===== src/rtl/fetch_prefetch_unit.sv =====
// Instruction-fetch front end: owns the fetch PC, issues single-outstanding
// requests to instruction memory, buffers returned words with their PC+4 in a
// small prefetch queue and presents the queue head to the IF/ID register.
module fetch_prefetch_unit #(
    parameter int unsigned DEPTH    = 4,
    parameter logic [31:0] RESET_PC = 32'h0000_0000
) (
    input  logic                         Clk,
    input  logic                         Reset,
    output logic                         imem_req,
    output logic [31:0]                  imem_addr,
    input  logic                         imem_ready,
    input  logic [31:0]                  imem_rdata,
    input  logic                         stall,
    input  logic                         redirect,
    input  logic [31:0]                  redirect_pc,
    output logic                         id_valid,
    output logic [31:0]                  id_instr,
    output logic [31:0]                  id_pcplus4,
    output logic [$clog2(DEPTH+1)-1:0]   q_count
);

    localparam int unsigned PW = $clog2(DEPTH);
    localparam int unsigned CW = $clog2(DEPTH + 1);

    typedef enum logic [1:0] {IDLE, WAIT, DROP} state_t;

    state_t          state, state_nxt;
    logic [31:0]     pc, pc_nxt, addr_nxt, pc_plus4;
    logic            push, pop, flush;
    logic [CW-1:0]   cnt_nxt;
    logic [PW-1:0]   rd_ptr, wr_ptr, rd_nxt, wr_nxt;
    logic [31:0]     q_instr [DEPTH];
    logic [31:0]     q_pcp4  [DEPTH];
    logic [31:0]     head_instr_nxt, head_pcp4_nxt;

    assign pc_plus4 = pc + 32'd4;

    // Next-state, PC, request address and queue bookkeeping
    always_comb begin
        state_nxt      = state;
        pc_nxt         = pc;
        addr_nxt       = imem_addr;
        push           = 1'b0;
        flush          = redirect;
        pop            = id_valid && !stall && !redirect;
        cnt_nxt        = q_count;
        rd_nxt         = rd_ptr;
        wr_nxt         = wr_ptr;
        head_instr_nxt = id_instr;
        head_pcp4_nxt  = id_pcplus4;

        unique case (state)
            IDLE: begin
                if (redirect) begin
                    pc_nxt = redirect_pc;
                end else if (q_count < CW'(DEPTH)) begin
                    state_nxt = WAIT;
                    addr_nxt  = pc;
                end
            end
            WAIT: begin
                if (redirect) begin
                    pc_nxt = redirect_pc;
                    if (imem_ready) addr_nxt = redirect_pc;
                    else            state_nxt = DROP;
                end else if (imem_ready) begin
                    push     = 1'b1;
                    pc_nxt   = pc_plus4;
                    addr_nxt = pc_plus4;
                end
            end
            DROP: begin
                if (redirect) pc_nxt = redirect_pc;
                if (imem_ready) begin
                    state_nxt = WAIT;
                    addr_nxt  = pc_nxt;
                end
            end
            default: state_nxt = IDLE;
        endcase

        if (flush) begin
            cnt_nxt = '0;
            rd_nxt  = '0;
            wr_nxt  = '0;
        end else begin
            cnt_nxt = q_count + CW'(push) - CW'(pop);
            rd_nxt  = rd_ptr + PW'(pop);
            wr_nxt  = wr_ptr + PW'(push);
        end

        // Stop issuing once the queue will be full after this cycle
        if (state == WAIT && push && cnt_nxt >= CW'(DEPTH)) state_nxt = IDLE;

        // Head seen by IDLF/ID next cycle; a word written this cycle may become the head
        if (cnt_nxt != '0) begin
            if (push && rd_nxt == wr_ptr) begin
                head_instr_nxt = imem_rdata;
                head_pcp4_nxt  = pc_plus4;
            end else begin
                head_instr_nxt = q_instr[rd_nxt];
                head_pcp4_nxt  = q_pcp4[rd_nxt];
            end
        end
    end

    // Control state and registered outputs
    always_ff @(posedge Clk or negedge Reset) begin
        if (!Reset) begin
            state      <= IDLE;
            pc         <= RESET_PC;
            imem_req   <= 1'b0;
            imem_addr  <= RESET_PC;
            id_valid   <= 1'b0;
            id_instr   <= 32'h0;
            id_pcplus4 <= 32'h0;
            q_count    <= '0;
            rd_ptr     <= '0;
            wr_ptr     <= '0;
        end else begin
            state      <= state_nxt;
            pc         <= pc_nxt;
            imem_req   <= (state_nxt != IDLE);
            imem_addr  <= addr_nxt;
            id_valid   <= (cnt_nxt != '0);
            id_instr   <= head_instr_nxt;
            id_pcplus4 <= head_pcp4_nxt;
            q_count    <= cnt_nxt;
            rd_ptr     <= rd_nxt;
            wr_ptr     <= wr_nxt;
        end
    end

    // Queue storage; contents are only meaningful below q_count
    always_ff @(posedge Clk) begin
        if (push) begin
            q_instr[wr_ptr] <= imem_rdata;
            q_pcp4[wr_ptr]  <= pc_plus4;
        end
    end

endmodule

===== config.mk =====
export PLATFORM = sky130hd
export DESIGN_NAME = fetch_prefetch_unit
export DESIGN_NICKNAME = d
export VERILOG_FILES = /design/src/rtl/fetch_prefetch_unit.sv
export SDC_FILE = /design/constraint.sdc
export NUM_CORES = 1
export LEC_CHECK = 0
export CAP_MARGIN = 20
export CORE_ASPECT_RATIO = 1.2
export CORE_UTILIZATION = 45
export CTS_CLUSTER_SIZE = 12
export DETAILED_ROUTE_END_ITERATION = 16
export GPL_ROUTABILITY_DRIVEN = 0
export GPL_TIMING_DRIVEN = 1
export PLACE_DENSITY = 0.73
export SLEW_MARGIN = 20
export SYNTH_ARGS = -nofsm -noshare
export SYNTH_HDL_FRONTEND = slang
export SYNTH_SLANG_ARGS = --single-unit

===== constraint.sdc =====
create_clock -name Clk -period 6.8 [get_ports Clk]
set_clock_uncertainty 0.05 [all_clocks]
set_input_delay 0.68 -clock Clk [delete_from_list [all_inputs] [get_ports Clk]]
set_output_delay 0.68 -clock Clk [all_outputs]
set_load 0.05 [all_outputs]

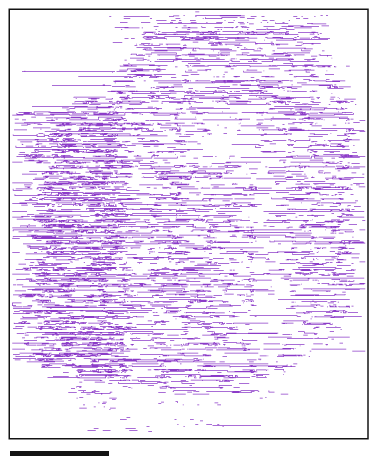
Fig. 1. Signal wires on met1 (run 1).
The bar under the picture is 50 µm long.
- wire length on this layer: 18100 µm
- main direction: horizontal
- longest straight run: 46.9 µm
- share of all routed wire: 42%
total number of vias: 11.6k
WL final: 43.4 mm
met1 usage: 29.4%

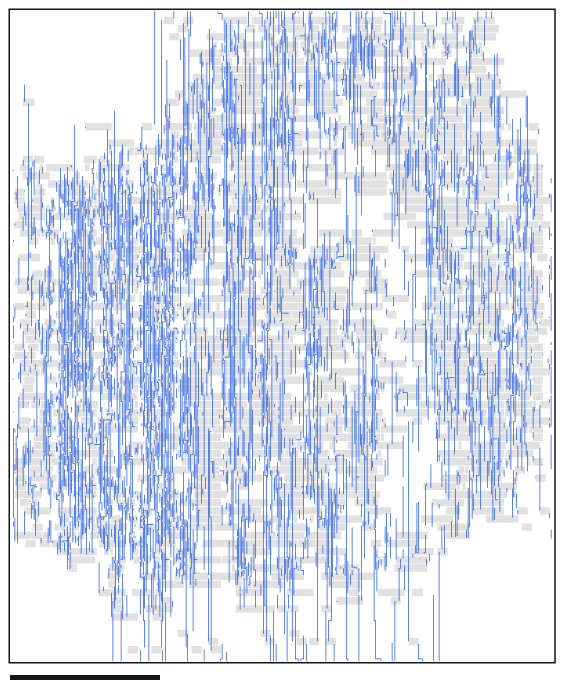
Fig. 2. Met2 routing (run 1).
The bar under the picture is 50 µm long.
- main direction: vertical
- wire length on this layer: 21.6 mm
- nets with wire on the layer: 1270
GRT met2 Usage: 37.7%

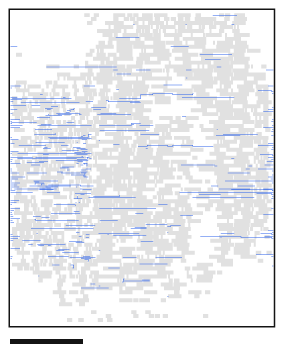
Fig. 3. M3 wires (run 1).
The bar under the picture is 50 µm long.
- share of all routed wire: 6.2%
- longest straight run: 64.2 µm
GR Layer Usage met3: 3.68%

==> metrics.cfg, run 1 <==
[status]
outcome=finished, final reports clean

[finish]
dominant_cells=sequential cells
design_area_mm2=0.0207

[pwr]
power_switching_mw=4.18
pwr-share-seq_pct=36.5
p_clk_mw=2.14
power.internal_mw=5.80

[yosys]
synthTopCellsByCount=edfxtp_1, nand2_1, dfrtp_1, nor2_1, clkbuf_1
syn_area_mm2=0.0173
ys.flops=395
top_logic_kind=AND-OR/OR-AND gates
ys_sh_simple_pct=10.3
syn_inst=1317
synth_chip_area_mm2=0.0173

[global_route]
grt_usage_pct=22.3

[routing]
drt-initial-drc-count=1170
viasPerCell=5.93
routed-wl-met2_mm=21.6
wl_met3_mm=2.71

[cts]
clock-sinks=395
cts_htree_levels=2
path_clk_slew_ps=60
clkLatencyLatePin_ps=550

[final_timing]
slew_violations=0
setup_viol=0
final-hold-violation-count=0

[min_path]
hp-class=input port to async pin

[critical_path]
crit_end=id_pcplus4[17]$_DFFE_PN0P_
crit_path_cell_trace=clkdlybuf4s50_1 > nand2_1 > xor2_1 > nor2_1 > ha_1 > inv_1 > fa_1 > xnor2_1 > nor2_1 > or3_4 > buf_4 > nor2_1 > a31oi_1
worstPathArrival_ps=4370
cp.depth=13
crit_type=input port to flip-flop

[die]
die_area_mm2=0.0393
io_pins=170

[job]
warning_count=30

==> inputs of run 2 (changes only) <==
Clock period 6.8 ns to 3.2 ns, I/O delays scaled along.
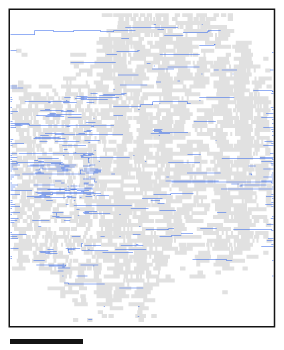
Fig. 4. M3 wires (run 2).
The bar under the picture is 50 µm long.
- longest straight run: 68.8 µm
- main direction: horizontal
GR Layer Usage met3: 3.45%
total number of vias: 11.8k
WL final: 43.7 mm

==> metrics.cfg, run 2 <==
[cts]
cts_htree_levels=2  ; unchanged
path_clk_slew_ps=60  ; about the same
clock-sinks=395  ; unchanged
post_cts_resized=0
cts_root_buf=clkbuf_16
clk_path_buf_depth=3
post_cts_buffers=0
clkLatencyLatePin_ps=550  ; about the same

[routing]
routed-wl-met2_mm=21.6  ; about the same
wl_met3_mm=2.83  ; +4.4%
viasPerCell=5.95  ; +0.36%
drt-initial-drc-count=1208  ; +3.2%

[critical_path]
crit_end=id_pcplus4[28]$_DFFE_PN0P_
critPathTopFamily=simple AND/OR/NAND/NOR gates
cp.depth=7  ; -6
crit_path_start=pc[3]$_DFFE_PN0P_
crit_type=flip-flop to flip-flop
timing.rr.end=id_pcplus4[28]$_DFFE_PN0P_
crit_path_cell_trace=ha_1 > nand3_2 > nor4_4 > nand4_1 > xnor2_1 > nand2_1 > a31oi_1
worstPathArrival_ps=3290  ; -1080 ps
end_kind=flip-flop

[die]
die_area_mm2=0.0393  ; unchanged
io_pins=170  ; unchanged
n_tap_cell=480

[finish]
num-fill-cells=2993
multi_input_comb_cells=801
dominant_cells=sequential cells
diodes=0
regArea_mm2=0.0112
layout.nets=1553
drive_gt1_share_pct=13.9
lay_top_cells=edfxtp_1, nand2_1, clkdlybuf4s50_1
sh_seq_area_pct=52.8
final_util_pct=55.8
area_growth_syn_to_layout_pct=21.9
design_area_mm2=0.0211  ; +2.3%
signal_buffers=221

[global_route]
use_met2_pct=37.7  ; about the same
grtUsageMet1_pct=29.7  ; +0.28 points
grt.busiest_layer=met2
grt_usage_pct=22.3  ; +0.033 points

[pwr]
p_per_area_mw_per_mm2=1020
p_clk_mw=4.53  ; +110%
total_power_mw=21.6
pwr-share-seq_pct=35.9  ; -0.6 points
power_leader=combinational logic
power_switching_mw=9.02  ; +120%
pwr-share-clk_pct=20.9
power.internal_mw=12.6  ; +120%

[min_path]
hold_depth=2
hold_end=q_count[1]$_DFF_PN0_
hp-class=input port to flip-flop

[yosys]
ys.flops=395  ; unchanged
top_logic_kind=AND-OR/OR-AND gates
compound_area_share_pct=10.4
syn_inst=1317  ; unchanged
synthTopCellsByCount=edfxtp_1, nand2_1, dfrtp_1, nor2_1, clkbuf_1
syn_avg_cell_area_um2=13.2
yosys.area.top_type=edfxtp_1
syn_area_mm2=0.0173  ; unchanged
syn-num-nets=1395
synth_chip_area_mm2=0.0173  ; unchanged
ys_sh_simple_pct=10.3  ; unchanged
synth_cell_types=68
edf_count=256
synth_seq_share_pct=64.4

[final_timing]
rsz0062_at_grt=false
hold_ws_ps=83.3
fin_crit_sh_pct=90.0
tns_ps=0
fin_crit_ps=2880
slew_headroom_pct=44.0
slew_violations=0  ; unchanged
setup_viol=0  ; unchanged
final-hold-violation-count=0  ; unchanged

[job]
max_cap_violations=0
warning_count=30  ; unchanged

[placement]
portBuffers=169
place_hpwl_mm=27.5
dpl.cell_count=1911
detailedPlace.worstSlack_ps=132

[status]
outcome=finished, final reports clean

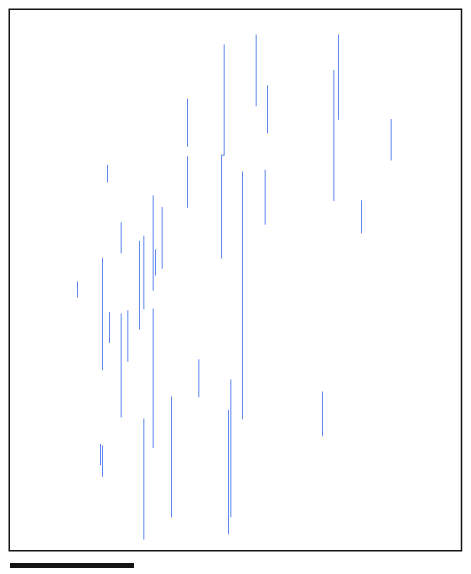
Fig. 5. Metal 4 (run 2).
The bar under the picture is 50 µm long.
- main direction: vertical
- share of all routed wire: 2.3%

No activity file was given, so power comes from the tool's default toggle rates.
